## config.mk

```make
export PLATFORM = sky130hd
export DESIGN_NAME = text_pixel_gen
export DESIGN_NICKNAME = d
export VERILOG_FILES = /design/src/rtl/text_pixel_gen.sv
export SDC_FILE = /design/constraint.sdc
export NUM_CORES = 1
export LEC_CHECK = 0
export CAP_MARGIN = 10
export CORE_UTILIZATION = 23
export DETAILED_ROUTE_END_ITERATION = 8
export SETUP_SLACK_MARGIN = 0.05
export SYNTH_ARGS = -nofsm -noshare
export SYNTH_HDL_FRONTEND = slang
export SYNTH_SLANG_ARGS = --single-unit
```

## constraint.sdc

```tcl
create_clock -name clk -period 2.12 [get_ports clk]
set_input_delay 0.424 -clock clk [delete_from_list [all_inputs] [get_ports clk]]
set_output_delay 0.424 -clock clk [all_outputs]
set_load 0.05 [all_outputs]
```

## src/rtl/text_pixel_gen.sv

```systemverilog
// text_pixel_gen
//   Text-mode pixel renderer. It maps each pixel coordinate to a character
//   cell and issues the text-RAM read address. The returned character code
//   becomes the font-memory glyph address. One bit of the returned 8x16 glyph
//   bitmap is then selected, optionally inverted, and blanked.
//   Pixel, rgb, active, hsync and vsync all leave exactly 4 clocks after the
//   coordinate is presented.
//
// Ports
//   clk, rstn            pixel clock, asynchronous active-low reset
//   hpos, vpos           current pixel coordinate
//   active_in            visible-area flag
//   hsync_in, vsync_in   syncs from the timing generator
//   char_addr            registered text-RAM read address
//   char_data            text-RAM read data (1 clock after char_addr)
//   font_addr            glyph index = char_data[6:0], combinational
//   font_data            glyph bitmap (1 clock after font_addr);
//                        bit row*8+col, where bit 0 is the top-left pixel
//   pixel, rgb           rendered pixel and its colour
//   active_out, hsync_out, vsync_out   sidebands delayed 4 clocks
//
// Optional build macro TEXT_CURSOR_EN
//   Adds the cursor_col and cursor_row inputs and a vsync frame counter.
//   The cursor draws an underline on scanlines 14-15 of the cursor cell.
//   It blinks 16 frames on and 16 frames off.
module text_pixel_gen #(
  parameter int unsigned COLS        = 80,
  parameter int unsigned ROWS        = 30,
  parameter int unsigned POS_W       = 10,
  parameter int unsigned ADDR_W      = 12,
  parameter int unsigned FONT_ADDR_W = 7,
  parameter int unsigned COLOR_W     = 3,
  parameter logic [COLOR_W-1:0] FG_COLOR = 3'b111,
  parameter logic [COLOR_W-1:0] BG_COLOR = 3'b000
) (
  input  logic                   clk,
  input  logic                   rstn,
  input  logic [POS_W-1:0]       hpos,
  input  logic [POS_W-1:0]       vpos,
  input  logic                   active_in,
  input  logic                   hsync_in,
  input  logic                   vsync_in,
`ifdef TEXT_CURSOR_EN
  input  logic [6:0]             cursor_col,
  input  logic [4:0]             cursor_row,
`endif
  output logic [ADDR_W-1:0]      char_addr,
  input  logic [7:0]             char_data,
  output logic [FONT_ADDR_W-1:0] font_addr,
  input  logic [127:0]           font_data,
  output logic                   pixel,
  output logic [COLOR_W-1:0]     rgb,
  output logic                   active_out,
  output logic                   hsync_out,
  output logic                   vsync_out
);

  if (COLS * ROWS > 2 ** ADDR_W) begin : g_param_check
    $error("text_pixel_gen: COLS*ROWS does not fit in ADDR_W bits");
  end

  localparam int unsigned CX_W = POS_W - 3;
  localparam int unsigned CY_W = POS_W - 4;

  // Sideband that travels alongside the memory reads.
  // vis is active_in masked by the on-screen check. act is the raw active_in,
  // which is forwarded to active_out.
  typedef struct packed {
    logic       cur;
    logic       vis;
    logic       act;
    logic       hs;
    logic       vs;
    logic [3:0] vsub;
    logic [2:0] hsub;
  } side_t;

  logic [CX_W-1:0]    cell_x;
  logic [CY_W-1:0]    cell_y;
  logic               in_range;
  logic               cursor_hit;

  logic [ADDR_W-1:0]  char_addr_d, char_addr_q;
  side_t              s1_d, s1_q, s2_d, s2_q, s3_d, s3_q;
  logic               inv3_d, inv3_q;
  logic               pixel_d, pixel_q;
  logic [COLOR_W-1:0] rgb_d, rgb_q;
  logic               active_d, active_q;
  logic               hsync_d, hsync_q;
  logic               vsync_d, vsync_q;

  assign cell_x   = hpos[POS_W-1:3];
  assign cell_y   = vpos[POS_W-1:4];
  assign in_range = (32'(cell_x) < COLS) && (32'(cell_y) < ROWS);

`ifdef TEXT_CURSOR_EN
  logic [4:0] frame_cnt_d, frame_cnt_q;
  logic       vsync_prev_d, vsync_prev_q;

  // The frame counter advances on each rising edge of vsync_in.
  // Its bit 4 gives a blink period of 32 frames.
  always_comb begin
    vsync_prev_d = vsync_in;
    frame_cnt_d  = frame_cnt_q + 5'(vsync_in & ~vsync_prev_q);
  end

  always_ff @(posedge clk or negedge rstn) begin
    if (!rstn) begin
      frame_cnt_q  <= '0;
      vsync_prev_q <= 1'b0;
    end else begin
      frame_cnt_q  <= frame_cnt_d;
      vsync_prev_q <= vsync_prev_d;
    end
  end

  assign cursor_hit = (32'(cell_x) == 32'(cursor_col)) &&
                      (32'(cell_y) == 32'(cursor_row)) &&
                      (vpos[3:1] == 3'b111) && frame_cnt_q[4];
`else
  assign cursor_hit = 1'b0;
`endif

  // Stage 1: compute the cell address and capture the sub-cell position.
  // Off-screen cells read address 0 and are blanked through vis.
  always_comb begin
    char_addr_d = in_range ? ADDR_W'(32'(cell_y) * COLS + 32'(cell_x)) : '0;
    s1_d.cur  = cursor_hit;
    s1_d.vis  = active_in & in_range;
    s1_d.act  = active_in;
    s1_d.hs   = hsync_in;
    s1_d.vs   = vsync_in;
    s1_d.vsub = vpos[3:0];
    s1_d.hsub = hpos[2:0];
  end

  // Stages 2 and 3 only delay the sideband.
  // The inverse-video bit is captured when char_data is valid, in the same
  // clock in which the font memory takes font_addr.
  always_comb begin
    s2_d   = s1_q;
    s3_d   = s2_q;
    inv3_d = char_data[7];
  end

  // Output stage: select the glyph bit, then apply inversion, cursor and blanking.
  always_comb begin
    pixel_d  = (font_data[{s3_q.vsub, s3_q.hsub}] ^ inv3_q ^ s3_q.cur) & s3_q.vis;
    rgb_d    = pixel_d ? FG_COLOR : BG_COLOR;
    active_d = s3_q.act;
    hsync_d  = s3_q.hs;
    vsync_d  = s3_q.vs;
  end

  always_ff @(posedge clk or negedge rstn) begin
    if (!rstn) begin
      char_addr_q <= '0;
      s1_q        <= '0;
      s2_q        <= '0;
      s3_q        <= '0;
      inv3_q      <= 1'b0;
      pixel_q     <= 1'b0;
      rgb_q       <= BG_COLOR;
      active_q    <= 1'b0;
      hsync_q     <= 1'b0;
      vsync_q     <= 1'b0;
    end else begin
      char_addr_q <= char_addr_d;
      s1_q        <= s1_d;
      s2_q        <= s2_d;
      s3_q        <= s3_d;
      inv3_q      <= inv3_d;
      pixel_q     <= pixel_d;
      rgb_q       <= rgb_d;
      active_q    <= active_d;
      hsync_q     <= hsync_d;
      vsync_q     <= vsync_d;
    end
  end

  assign char_addr  = char_addr_q;
  assign font_addr  = char_data[FONT_ADDR_W-1:0];
  assign pixel      = pixel_q;
  assign rgb        = rgb_q;
  assign active_out = active_q;
  assign hsync_out  = hsync_q;
  assign vsync_out  = vsync_q;

endmodule

```

Run 1, layout detail:
Window x 74 to 99, y 16 to 41 microns. Cells in grey, sequential cells in the stronger grey; small squares are vias.
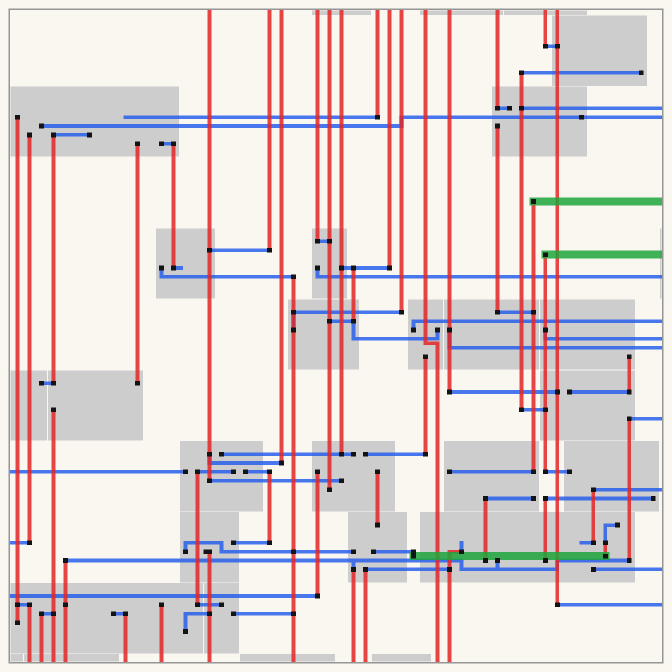
[blue] M1
[red] M2
[green] M3
sequential cells in the window: 0
cells with their middle in the window: 20
most frequent: clkdlybuf4s50_1 (6)

Run 1, sequential cells grouped by signal name:
Other sequential cells in the stronger grey, the rest of the logic in the fainter grey.
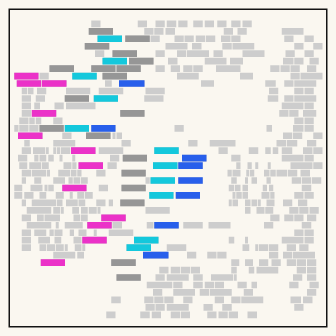
[cyan] `s2_q` | sequential cells: 11
[magenta] `char_addr` | sequential cells: 12
[blue] `s3_q` | sequential cells: 8 | where: centre
not coloured: 19

Run 1, congestion heat map:
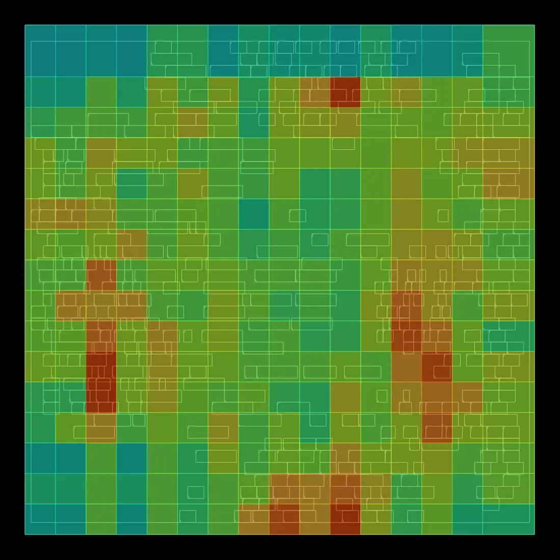
met3 track demand over resource in global routing: 4.85%
global routing met1 resource utilization: 13.4%
final core utilization: 42.4%

==> job_summary.md, run 1 <==
## Synthesis and layout report

| Metric | Value |
|---|---|
| Run status | `completed` |
| Post-synth tally of flip-flops with integrated enable | `0` |
| Ys flop type | `sky130_fd_sc_hd__dfrtp_1` |
| Clock latency of the later-clocked register in the worst-skew pair | `280 ps` |
| Measured slew at the worst slew-check pin | `636 ps` |
| Level count of the clock H-tree | `2` |
| Number of ports placed on the die boundary | `187` |
| Pins Over Slew Limit | `0` |
| Class of the tightest hold or removal check | `input port to async pin` |
| Nets in the synthesized netlist | `398` |
| Count of cell types in the netlist | `33` |
| Cell area power density | `547 nW/um^2` |
| Worst setup timing slack at the placement stage | `-465 ps` |
| Signed area change from the synthesized netlist to the final layout | `76.4%` |
| Max IR drop VDD | `492 uV` |
| Capture instance of the worst register-to-register path | `rgb[1]$_DFF_PN0_` |
| Setup TNS Final | `0 ps` |
| Proportion of register bits with asynchronous set or reset after synthesis | `100%` |
| Comb area | `1600 sq um` |
| Number of nets in the final layout | `around 580` |
| Share of the synthesized netlist area taken by xor and xnor gates | `2.38%` |
| Standard-cell rows | `approximately 40` |
| Flop and latch count out of synthesis | `about 50` |
| Synthesized netlist cell count | `224` |
| Total Wirelength | `a little under 9000 microns` |
| Hold bufs inserted after CTS | `0` |
| Chip Area | `13300 sq um` |
| Yosys stat chip area | `2950 sq um` |
| Data arrival time of the critical path | `2150 ps` |
| Most frequent cell after synthesis | `sky130_fd_sc_hd__dfrtp_1` |
| Overflow after GRT | `0` |
| Largest non-sequential cell family by area | `multiplexers` |
| Number of antenna violations at the first check in global routing | `0` |
| Clock period minus worst slack | `between 1500 and 2000 ps` |
| HPWL after detailed placement | `6920 microns` |
| Top cell type's share of synthesized area | `42.4%` |
| Final routed wire length divided by cell count | `15.4 microns` |
| CTS Buffer Depth | `2` |
| Setup repair after global routing missed its margin | `true` |
| Synth Area in Compound Gates | `approximately 5.4%` |
| First-iteration detailed-routing DRC count | `69` |
| Worst-path clk slew | `70 ps` |
| Startpoint type of the worst setup path | `flip-flop` |
| Overall die height | `115 microns` |
| Die width | `115 microns` |
| Residual DRC | `0` |
| Final weighted congestion in routability-driven placement | `0.809` |
| Netlist area before placement | `2950 sq um` |
| Yosys warns | `0` |
## run 1: area by class of cell
class / instances / area share [%]
Timing Repair Buffer: 195 / 37.4
Multi-Input combinational cell: 147 / 30.7
Sequential cell: 50 / 24.1
Tap cell: 168 / 4.04
Clock buffer: 5 / 2.41
Clock inverter: 3 / 0.770
Inverter: 7 / 0.554
## run 1: critical path, stage by stage, from the launching register on
cell                        delay, ps
sky130_fd_sc_hd__dfrtp_2          450
sky130_fd_sc_hd__clkbuf_16        180
sky130_fd_sc_hd__mux4_2           530
sky130_fd_sc_hd__mux2i_4          170
sky130_fd_sc_hd__nand3_1          100
sky130_fd_sc_hd__nand4_1          100
sky130_fd_sc_hd__nand4_1          170
sky130_fd_sc_hd__mux2i_1          160
## run 1: power by group
| part | switching (mW) | internal, mW |
|---|---|---|
| sequential | 0.0248 | 1.01 |
| combinational | 0.365 | 0.563 |
| clock | 0.329 | 0.552 |
## run 1: layout by cell type, fill, tap and decap left out, types with 3 or more instances in the layout
cell	n
sky130_fd_sc_hd__nand2b_1	6
sky130_fd_sc_hd__mux4_2	22
sky130_fd_sc_hd__and2_1	6
sky130_fd_sc_hd__mux2_2	8
sky130_fd_sc_hd__a21o_1	3
sky130_fd_sc_hd__a32oi_1	3
sky130_fd_sc_hd__o21ai_0	4
sky130_fd_sc_hd__nand4_1	6
sky130_fd_sc_hd__dfrtp_1	48
sky130_fd_sc_hd__o22ai_1	4
sky130_fd_sc_hd__ha_4	3
sky130_fd_sc_hd__clkbuf_16	6
sky130_fd_sc_hd__inv_1	5
sky130_fd_sc_hd__clkdlybuf4s50_1	166
sky130_fd_sc_hd__nor2_1	10
sky130_fd_sc_hd__dlygate4sd2_1	3
sky130_fd_sc_hd__mux2i_2	4
sky130_fd_sc_hd__buf_12	4
sky130_fd_sc_hd__nand3_1	5
sky130_fd_sc_hd__mux2i_1	12
sky130_fd_sc_hd__buf_4	18
sky130_fd_sc_hd__a22o_1	4
sky130_fd_sc_hd__xnor2_1	5
sky130_fd_sc_hd__ha_1	7
sky130_fd_sc_hd__nand2_1	9
sky130_fd_sc_hd__nor2b_1	6
## run 1: registers in the layout (all words and copies together), names as in the netlist
register    count
active_d        1
active_out      1
char_addr      12
hsync_d         1
hsync_out       1
inv3_q          1
rgb             1
s1_q           11
s2_q           11
s3_q            8
vsync_d         1
vsync_out       1
## run 1: what timing repair did
action | 4_1_cts | 5_1_grt
pin swaps | 13 | 15
resized | 18 | 21
cloned | 1 | 1
setup buffers | 3 | 0
endpoints found under the setup margin | 4 | 5
## run 1: per-stage QoR
| stage | area [sq um] | std cells | power [mW] | hold slack [ps] |
|---|---|---|---|---|
| floorplan | 2950 | 224 | 1.48 | 128 |
| global placement | 4910 | 563 | 1.91 | 331 |
| detailed placement | 4910 | 563 | 1.92 | 335 |
| CTS | 5180 | 575 | 2.86 | 184 |
| global route | 5200 | 575 | 2.99 | 213 |
| finish | 5200 | 575 | 2.84 | 159 |
## run 1: routing by layer
metal,GRT usage (%),share of wire (%),vias to the layer above
met4,2.34,0.58,0
met1,13.4,38,1198
li1,-,-,1186
met3,4.85,11,4
met5,0,0,-
met2,24.9,51,118
Run 1, floorplan with the power grid:
Scale bar: 20 microns. Pins as bars on the die edge. Tap cells in grey.
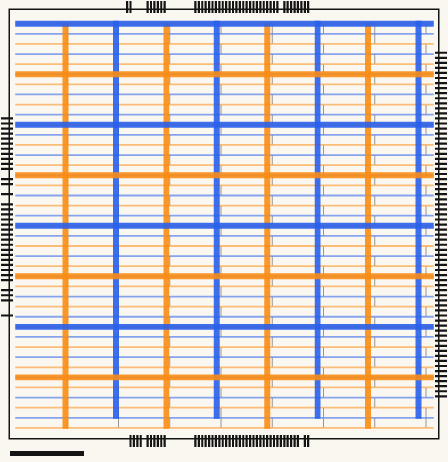

==> run 1 -> run 2 <==
--- a/config.mk
+++ b/config.mk
@@ -5,9 +5,10 @@
 export SDC_FILE = /design/constraint.sdc
 export NUM_CORES = 1
 export LEC_CHECK = 0
-export CAP_MARGIN = 10
-export CORE_UTILIZATION = 23
+export CAP_MARGIN = 0
+export CORE_UTILIZATION = 37
 export DETAILED_ROUTE_END_ITERATION = 8
+export PLACE_DENSITY = 0.81
 export SETUP_SLACK_MARGIN = 0.05
 export SYNTH_ARGS = -nofsm -noshare
 export SYNTH_HDL_FRONTEND = slang
Run 2, floorplan with the power grid:
Scale bar: 20 microns. Pins as bars on the die edge. Tap cells in grey.
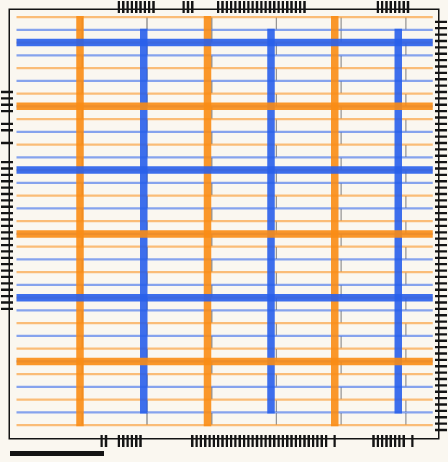
[orange] VSS
[blue] VDD
met1 rails: 33
signal pins: 187
met5 straps: 6
rows: 32

==> run 2 against run 1 <==
Net effect: global-route usage is 7.6 points higher; worst setup slack improved by 5.8 ps; sequential power is essentially flat; wire length decreased by 6.1%; synthesized cell count unchanged; count of clock-buffer cells in the layout increased by 1; largest cell class unchanged.
==> job_summary.md, run 2 <==
## Synthesis and layout report

| Metric | Value |
|---|---|
| Worst setup timing slack at the placement stage | `-467 ps (-2.00 ps)` |
| Number of antenna violations at the first check in global routing | `0 (unchanged)` |
| Overall die height | `91.3 microns (-21%)` |
| HPWL after detailed placement | `6890 microns (-0.40%)` |
| Cell area power density | `513 nW/um^2 (-6.2%)` |
| Yosys stat chip area | `2950 sq um (unchanged)` |
| Most frequent cell after synthesis | `sky130_fd_sc_hd__dfrtp_1` |
| Fin Hold WS | `36.6 ps (-122 ps)` |
| Met2 usage in global routing | `39.6% (+15 points)` |
| Worst-path cell with the longest stage delay | `sky130_fd_sc_hd__mux4_1` |
| Crit path depth | `7 (unchanged)` |
| Signed area change from the synthesized netlist to the final layout | `68.9%` |
| Run status | `completed` |
| Ys flop type | `sky130_fd_sc_hd__dfrtp_1` |
| Critical path buffer and inverter count | `1 (unchanged)` |
| Kind of cell adding the most delay to the critical path | `multiplexers` |
| Most frequent logic cell in the layout | `sky130_fd_sc_hd__clkdlybuf4s50_1` |
| Setup repair after global routing missed its margin | `false` |
| Top cell type's share of synthesized area | `42.4% (unchanged)` |
| Pins Over Slew Limit | `0 (unchanged)` |
| Final weighted congestion in routability-driven placement | `0.827 (+2.1%)` |
| Startpoint type of the worst setup path | `flip-flop` |
| Number of nets in the final layout | `578 (-0.34%)` |
| Number of cells after detailed placement | `496 (-12%)` |
==> run 2: cell count changes in the layout (fill, tap and decap cells not counted), sizes merged <==
cell / previous run / this run
clkinvlp: 0 / 1
clkinv: 2 / 0
buf: 23 / 22
==> run 2: kinds of logic (layout without fill, tap and decap cells) <==
logic type,after synthesis,in the layout,share of synthesized area (%)
flip-flops,50,50,42.4
multiplexers,49,49,28.2
adder cells (fa/ha/maj),13,13,6.03
AND-OR/OR-AND,24,24,5.43
AND/OR/NAND/NOR,53,53,9.47
buffers and inverters,27,208,6.07
XOR/XNOR,8,8,2.38
==> run 2: path summary, 6_finish.rpt <==
path,slack (ps),from,end
worst max-delay path,140,s3_q[0]$_DFF_PN0_,rgb[1]$_DFF_PN0_
worst min-delay path,40,rstn,rgb[1]$_DFF_PN0_
worst max register to register,140,s3_q[0]$_DFF_PN0_,rgb[1]$_DFF_PN0_
worst min register to register,350,s2_q[3]$_DFF_PN0_,s3_q[3]$_DFF_PN0_
max in group asynchronous,1530,rstn,hsync_out$_DFF_PN0_
min in group clk,350,s2_q[3]$_DFF_PN0_,s3_q[3]$_DFF_PN0_
==> run 2: final cells by class <==
class / count / area [sq um] / area share (%)
timing repair buffer: 193 / 1900 / 38.1
multi-input combinational: 147 / 1570 / 31.4
sequential: 50 / 1250 / 25.1
tap: 102 / 128 / 2.56
clock buffer: 6 / 72.6 / 1.46
clock inverter: 2 / 37.5 / 0.754
inverter: 7 / 26.3 / 0.528
==> run 2: stage by stage <==
step           cell area [sq um]  setup TNS [ps]
3_5_place_dp                4820           -1760
2_1_floorplan               2950               0
6_report                    4980               0
3_3_place_gp                4820           -1450
5_1_grt                     4980               0
4_1_cts                     4950               0
==> run 2: where the power goes <==
group / internal (mW) / switching, mW / leakage (nW)
Clock: 0.352 / 0.283 / 0.0514
Combinational: 0.535 / 0.354 / 1.42
Sequential: 1.01 / 0.0223 / 0.610
==> run 2: worst reg2reg max path, delay by kind of cell (launching register included) <==
family                 cells  cell delay (ps)
muxes                      3              940
and+or+nand+nor            2              260
DFF                        1              380
buffers and inverters      1              200
AOI/OAI and AO/OA          1              100
==> run 2: repair_timing <==
item,4_1_cts,5_1_grt
gates resized,11,8
endpoints found under the setup margin,4,4
buffers inserted,1,2
pin swaps,7,8
hold endpoints to repair,0,0
==> run 2: metal layers <==
| layer | share of wire (%) | routed length (microns) |
|---|---|---|
| met2 | 54 | 4480 |
| met5 | 0 | 0 |
| met3 | 10 | 858 |
| met4 | 0.41 | 34 |
| met1 | 35 | 2920 |
Power figures rest on the tool's default switching activity, not on a simulated workload.
